**config.mk**
```make
export PLATFORM = sky130hd
export DESIGN_NAME = lrelu_beats_sched_flat
export DESIGN_NICKNAME = d
export VERILOG_FILES = /design/src/rtl/lrelu_beats_sched_if.sv /design/src/rtl/lrelu_beats_sched.sv /design/src/flat_wrapper.sv
export SDC_FILE = /design/constraint.sdc
export NUM_CORES = 1
export LEC_CHECK = 0
export ABC_AREA = 1
export CAP_MARGIN = 30
export CORE_MARGIN = 10
export CORE_UTILIZATION = 59
export DETAILED_ROUTE_END_ITERATION = 12
export GPL_TIMING_DRIVEN = 1
export PLACE_DENSITY = 0.9
export SYNTH_ARGS = -nofsm -noshare
export SYNTH_HDL_FRONTEND = slang
export SYNTH_SLANG_ARGS = --single-unit
```
**constraint.sdc**
```tcl
create_clock -name clk -period 2.9 [get_ports clk]
set_input_delay 0.725 -clock clk [delete_from_list [all_inputs] [get_ports clk]]
set_output_delay 0.725 -clock clk [all_outputs]
set_load 0.01 [all_outputs]
```
**src/rtl/lrelu_beats_sched_if.sv**
```systemverilog
// Handshake bundle between the LReLU beat scheduler and its environment.
// With LRELU_SCHED_LAST_CHECK_EN defined, the upstream stream also carries s_last.
interface lrelu_beats_sched_if #(
  parameter int KH_MAX      = 3,
  parameter int KW_MAX      = 3,
  parameter int BITS_BLOCKS = 16
);
  localparam int KH2_W = ($clog2((KH_MAX + 1) / 2) > 0) ? $clog2((KH_MAX + 1) / 2) : 1;
  localparam int KW2_W = ($clog2((KW_MAX + 1) / 2) > 0) ? $clog2((KW_MAX + 1) / 2) : 1;

  logic                   cfg_valid;
  logic                   cfg_ready;
  logic [KH2_W-1:0]       cfg_kh2;
  logic [KW2_W-1:0]       cfg_kw2;
  logic [BITS_BLOCKS-1:0] cfg_blocks_1;

  logic                   s_valid;
  logic                   s_ready;
`ifdef LRELU_SCHED_LAST_CHECK_EN
  logic                   s_last;
`endif

  logic                   m_valid;
  logic                   m_ready;
  logic                   m_last;

  logic                   cnt_en;
  logic                   cnt_clr;
  logic [KH2_W-1:0]       kh2_o;
  logic [KW2_W-1:0]       kw2_o;

  logic                   busy;
  logic                   done;
  logic                   err;

`ifdef LRELU_SCHED_LAST_CHECK_EN
  modport master (
    output cfg_valid, cfg_kh2, cfg_kw2, cfg_blocks_1, s_valid, s_last, m_ready,
    input  cfg_ready, s_ready, m_valid, m_last, cnt_en, cnt_clr, kh2_o, kw2_o,
           busy, done, err
  );

  modport slave (
    input  cfg_valid, cfg_kh2, cfg_kw2, cfg_blocks_1, s_valid, s_last, m_ready,
    output cfg_ready, s_ready, m_valid, m_last, cnt_en, cnt_clr, kh2_o, kw2_o,
           busy, done, err
  );
`else
  modport master (
    output cfg_valid, cfg_kh2, cfg_kw2, cfg_blocks_1, s_valid, m_ready,
    input  cfg_ready, s_ready, m_valid, m_last, cnt_en, cnt_clr, kh2_o, kw2_o,
           busy, done, err
  );

  modport slave (
    input  cfg_valid, cfg_kh2, cfg_kw2, cfg_blocks_1, s_valid, m_ready,
    output cfg_ready, s_ready, m_valid, m_last, cnt_en, cnt_clr, kh2_o, kw2_o,
           busy, done, err
  );
`endif

endinterface

```
**src/rtl/lrelu_beats_sched.sv**
```systemverilog
// Per-layer beat scheduler for the LReLU beats counter: header + data beats per block.
// Optional macro LRELU_SCHED_LAST_CHECK_EN adds an s_last cross-check that sets err.
module lrelu_beats_sched #(
  parameter int MEMBERS     = 12,
  parameter int KH_MAX      = 3,
  parameter int KW_MAX      = 3,
  parameter int BITS_BLOCKS = 16
) (
  input  logic               clk,
  input  logic               rst,
  lrelu_beats_sched_if.slave bus
);

  localparam int KH2_W   = ($clog2((KH_MAX + 1) / 2) > 0) ? $clog2((KH_MAX + 1) / 2) : 1;
  localparam int KW2_W   = ($clog2((KW_MAX + 1) / 2) > 0) ? $clog2((KW_MAX + 1) / 2) : 1;
  // Half-kernel ceilings, clipped to what the config field can actually hold.
  localparam int KH2_TOP = ((KH_MAX / 2) < (1 << KH2_W)) ? (KH_MAX / 2) : ((1 << KH2_W) - 1);
  localparam int KW2_TOP = ((KW_MAX / 2) < (1 << KW2_W)) ? (KW_MAX / 2) : ((1 << KW2_W) - 1);
  // kw2 = 0 gives the longest block: MEMBERS data beats plus the header.
  localparam int BEAT_W  = $clog2(MEMBERS + 1);

  typedef enum logic [1:0] {
    IDLE = 2'd0,
    LOAD = 2'd1,
    RUN  = 2'd2
  } state_t;

  state_t                 state;
  logic [KH2_W-1:0]       kh2_q;
  logic [KW2_W-1:0]       kw2_q;
  logic [BITS_BLOCKS-1:0] blocks_1_q;
  logic [BITS_BLOCKS-1:0] blk_cnt;
  logic [BEAT_W-1:0]      beats_1;
  logic [BEAT_W-1:0]      beat_cnt;
  logic                   err_q;
  logic                   done_q;
  logic                   clr_q;

  logic [KH2_W-1:0]       kh2_sat;
  logic [KW2_W-1:0]       kw2_sat;
  logic                   kh2_oor;
  logic                   kw2_oor;
  logic [BEAT_W-1:0]      beats_lut;

  logic                   in_run;
  logic                   fire;
  logic                   last_now;

  // NOTE: every variable gets a default before the loops so no latch can be inferred.
  always_comb begin
    kh2_sat = bus.cfg_kh2;
    kh2_oor = 1'b0;
    for (int v = KH2_TOP + 1; v < (1 << KH2_W); v++) begin
      if (bus.cfg_kh2 == KH2_W'(v)) begin
        kh2_sat = KH2_W'(KH2_TOP);
        kh2_oor = 1'b1;
      end
    end
  end

  always_comb begin
    kw2_sat = bus.cfg_kw2;
    kw2_oor = 1'b0;
    for (int v = KW2_TOP + 1; v < (1 << KW2_W); v++) begin
      if (bus.cfg_kw2 == KW2_W'(v)) begin
        kw2_sat = KW2_W'(KW2_TOP);
        kw2_oor = 1'b1;
      end
    end
  end

  // ceil(MEMBERS / (2*kw2+1)) as a constant table, avoiding a runtime divider.
  always_comb begin
    beats_lut = '0;
    for (int k = 0; k <= KW2_TOP; k++) begin
      if (kw2_q == KW2_W'(k)) beats_lut = BEAT_W'((MEMBERS + 2 * k) / (2 * k + 1));
    end
  end

  assign in_run   = (state == RUN);
  assign fire     = in_run && bus.s_valid && bus.m_ready;
  assign last_now = in_run && (beat_cnt == beats_1);

  // NOTE: sequential state uses non-blocking assignments so all registers update together.
  always_ff @(posedge clk) begin
    if (rst) begin
      state      <= IDLE;
      kh2_q      <= '0;
      kw2_q      <= '0;
      blocks_1_q <= '0;
      blk_cnt    <= '0;
      beats_1    <= '0;
      beat_cnt   <= '0;
      err_q      <= 1'b0;
      done_q     <= 1'b0;
      clr_q      <= 1'b0;
    end else begin
      done_q <= 1'b0;
      clr_q  <= 1'b0;
      unique case (state)
        IDLE: begin
          if (bus.cfg_valid) begin
            kh2_q      <= kh2_sat;
            kw2_q      <= kw2_sat;
            blocks_1_q <= bus.cfg_blocks_1;
            blk_cnt    <= '0;
            beat_cnt   <= '0;
            clr_q      <= 1'b1;
            if (kh2_oor || kw2_oor) err_q <= 1'b1;
            state      <= LOAD;
          end
        end
        LOAD: begin
          beats_1 <= beats_lut;
          state   <= RUN;
        end
        RUN: begin
          if (fire) begin
            if (last_now) begin
              beat_cnt <= '0;
              if (blk_cnt == blocks_1_q) begin
                state  <= IDLE;
                done_q <= 1'b1;
              end else begin
                blk_cnt <= blk_cnt + 1'b1;
              end
            end else begin
              beat_cnt <= beat_cnt + 1'b1;
            end
`ifdef LRELU_SCHED_LAST_CHECK_EN
            if (bus.s_last != last_now) err_q <= 1'b1;
`endif
          end
        end
        default: state <= IDLE;
      endcase
    end
  end

  assign bus.cfg_ready = (state == IDLE);
  assign bus.busy      = (state != IDLE);
  assign bus.m_valid   = in_run && bus.s_valid;
  assign bus.s_ready   = in_run && bus.m_ready;
  assign bus.cnt_en    = fire;
  assign bus.m_last    = last_now;
  assign bus.cnt_clr   = clr_q;
  assign bus.done      = done_q;
  assign bus.err       = err_q;
  assign bus.kh2_o     = kh2_q;
  assign bus.kw2_o     = kw2_q;

endmodule

```
**src/flat_wrapper.sv**
```systemverilog
// flat-port wrapper written by rule: the top's interface ports become plain ports
module lrelu_beats_sched_flat 
#(
  parameter int MEMBERS     = 12,
  parameter int KH_MAX      = 3,
  parameter int KW_MAX      = 3,
  parameter int BITS_BLOCKS = 16
)
  (clk, rst, bus_cfg_valid, bus_cfg_kh2, bus_cfg_kw2, bus_cfg_blocks_1, bus_s_valid, bus_m_ready, bus_cfg_ready, bus_s_ready, bus_m_valid, bus_m_last, bus_cnt_en, bus_cnt_clr, bus_kh2_o, bus_kw2_o, bus_busy, bus_done, bus_err);
  lrelu_beats_sched_if #(.KH_MAX(KH_MAX), .KW_MAX(KW_MAX), .BITS_BLOCKS(BITS_BLOCKS)) bus_i ();
  input  logic clk;
  input  logic rst;
  input wire logic [$bits(bus_i.cfg_valid)-1:0] bus_cfg_valid;
  input wire logic [$bits(bus_i.cfg_kh2)-1:0] bus_cfg_kh2;
  input wire logic [$bits(bus_i.cfg_kw2)-1:0] bus_cfg_kw2;
  input wire logic [$bits(bus_i.cfg_blocks_1)-1:0] bus_cfg_blocks_1;
  input wire logic [$bits(bus_i.s_valid)-1:0] bus_s_valid;
  input wire logic [$bits(bus_i.m_ready)-1:0] bus_m_ready;
  output wire logic [$bits(bus_i.cfg_ready)-1:0] bus_cfg_ready;
  output wire logic [$bits(bus_i.s_ready)-1:0] bus_s_ready;
  output wire logic [$bits(bus_i.m_valid)-1:0] bus_m_valid;
  output wire logic [$bits(bus_i.m_last)-1:0] bus_m_last;
  output wire logic [$bits(bus_i.cnt_en)-1:0] bus_cnt_en;
  output wire logic [$bits(bus_i.cnt_clr)-1:0] bus_cnt_clr;
  output wire logic [$bits(bus_i.kh2_o)-1:0] bus_kh2_o;
  output wire logic [$bits(bus_i.kw2_o)-1:0] bus_kw2_o;
  output wire logic [$bits(bus_i.busy)-1:0] bus_busy;
  output wire logic [$bits(bus_i.done)-1:0] bus_done;
  output wire logic [$bits(bus_i.err)-1:0] bus_err;
  assign bus_i.cfg_valid = bus_cfg_valid;
  assign bus_i.cfg_kh2 = bus_cfg_kh2;
  assign bus_i.cfg_kw2 = bus_cfg_kw2;
  assign bus_i.cfg_blocks_1 = bus_cfg_blocks_1;
  assign bus_i.s_valid = bus_s_valid;
  assign bus_i.m_ready = bus_m_ready;
  assign bus_cfg_ready = bus_i.cfg_ready;
  assign bus_s_ready = bus_i.s_ready;
  assign bus_m_valid = bus_i.m_valid;
  assign bus_m_last = bus_i.m_last;
  assign bus_cnt_en = bus_i.cnt_en;
  assign bus_cnt_clr = bus_i.cnt_clr;
  assign bus_kh2_o = bus_i.kh2_o;
  assign bus_kw2_o = bus_i.kw2_o;
  assign bus_busy = bus_i.busy;
  assign bus_done = bus_i.done;
  assign bus_err = bus_i.err;
  lrelu_beats_sched #(.MEMBERS(MEMBERS), .KH_MAX(KH_MAX), .KW_MAX(KW_MAX), .BITS_BLOCKS(BITS_BLOCKS)) u_core (.clk(clk), .rst(rst), .bus(bus_i));
endmodule
```
### Metal layers overlaid

Only two layers are drawn.
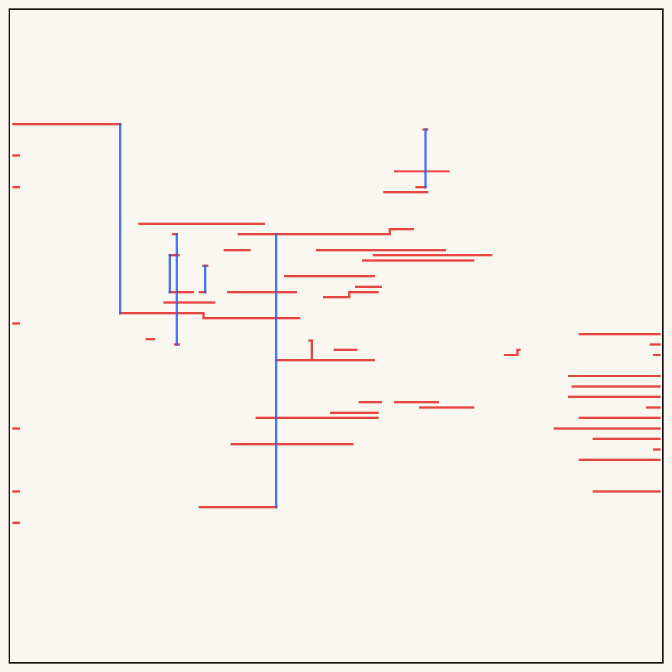
| layer | colour | wire length |
|---|---|---|
| M4 | blue | 89.8 µm |
| M3 | red | 372 µm |
WL/cell: 12.2 µm
via count: 2,484
GRT Util Overall: 15.6%
drt total wl: 5.74 mm

### Pin map

Pins as bars across the die edge, other pins in grey.
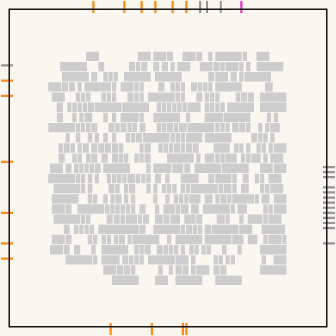
| port | colour | pins | direction | edge |
|---|---|---|---|---|
| `bus_kw2_o` | magenta | 1 | output | top |
| `bus_cfg_blocks_1` | orange | 16 | input | 6 top, 6 left, 4 bottom |
width of the die: 84.5 µm
I/O Buffers: 32
Die Height: 84.5 µm

### Metal 3

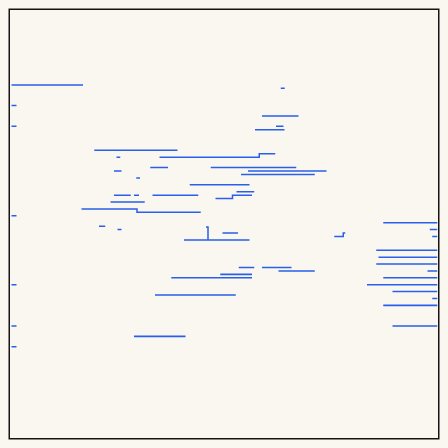
share of all routed wire: 6.5%
main direction: horizontal
M3 GR Usage: 4.15%

### Routing congestion

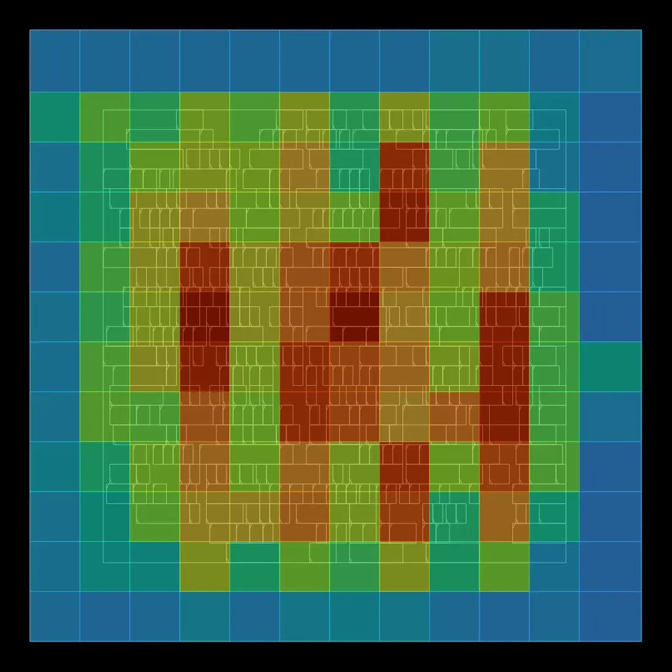
M2 GR Usage: 27.9%
met1 Use GR: 17.1%
post-route core utilization: 72.4%
Top Usage Layer GRT: met2

### Sequential cells coloured by netlist name

Other sequential cells in the stronger grey, the rest of the logic in the fainter grey.
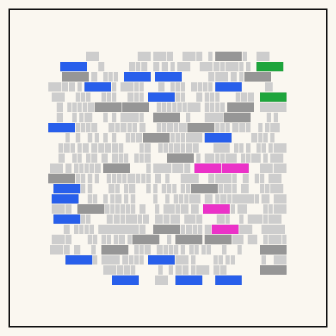
| netlist name | colour | placed flops |
|---|---|---|
| `u_core.beat_cnt` | magenta | 4 |
| `u_core.state` | green | 2 |
| `u_core.blocks_1_q` | blue | 16 |
Flop area: 881 µm²
Seq. pwr: 701 µW
sequential share of cell area: 30.4%

==> out/qor.txt <==
FF-to-FF Start -> u_core.blk_cnt[10]
Final clock-cell share -> 3.71%
Nonclk buf count -> 36
Clock transition at path regs -> 0.07 ns
FP Core Util -> 61.3%
Logic share of the area -> 44.6%
FF+latch count -> 44
RSZ-0062 raised after global routing -> no
Family with the most delay on the worst path -> buffers and inverters
Flop2flop setup slack -> 0.84 ns
Mi-comb count -> 277
Adders+Majority by Area -> 1.53%
DR WL met3 -> 371 µm
Clock group -> 463 µW
Worst slew pin tran -> 0.694 ns
Count of cell types in the netlist -> 28
H-tree level count -> 2
Slew Viols, Final -> 0
Power per cell area -> 537 mW/mm²
Share of the synthesized area in the top cell type -> 35.9%
Max Cap Viol -> 0
Hold endpoint -> u_core.blocks_1_q[7]
Synth warn -> 0
Levels on crit path -> 4
Vias in the first global route -> 2,315
Num CTS Buffers -> 5
Reg-to-reg endpoint -> u_core.blk_cnt[12]
Max VDD drop -> 0.000352 V
Status -> finished, final reports clean
Lkg Pwr -> 1.23 nW
DP Cell Count -> 461
Top logic family -> simple AND/OR/NAND/NOR gates
Post-synth area from yosys stat -> 0.00245 mm²
Hold WS -> 0.470 ns
Comb area -> 0.00129 mm²
Switching fraction of total power -> 31.1%
Clk ins delay skew pair -> 0.30 ns
Clk_skew -> 0.0125 ns
Nets -> 444
Post-Syn Nets -> 415
Internal power -> 1.07 mW
Power is estimated from default activity; no workload was simulated.
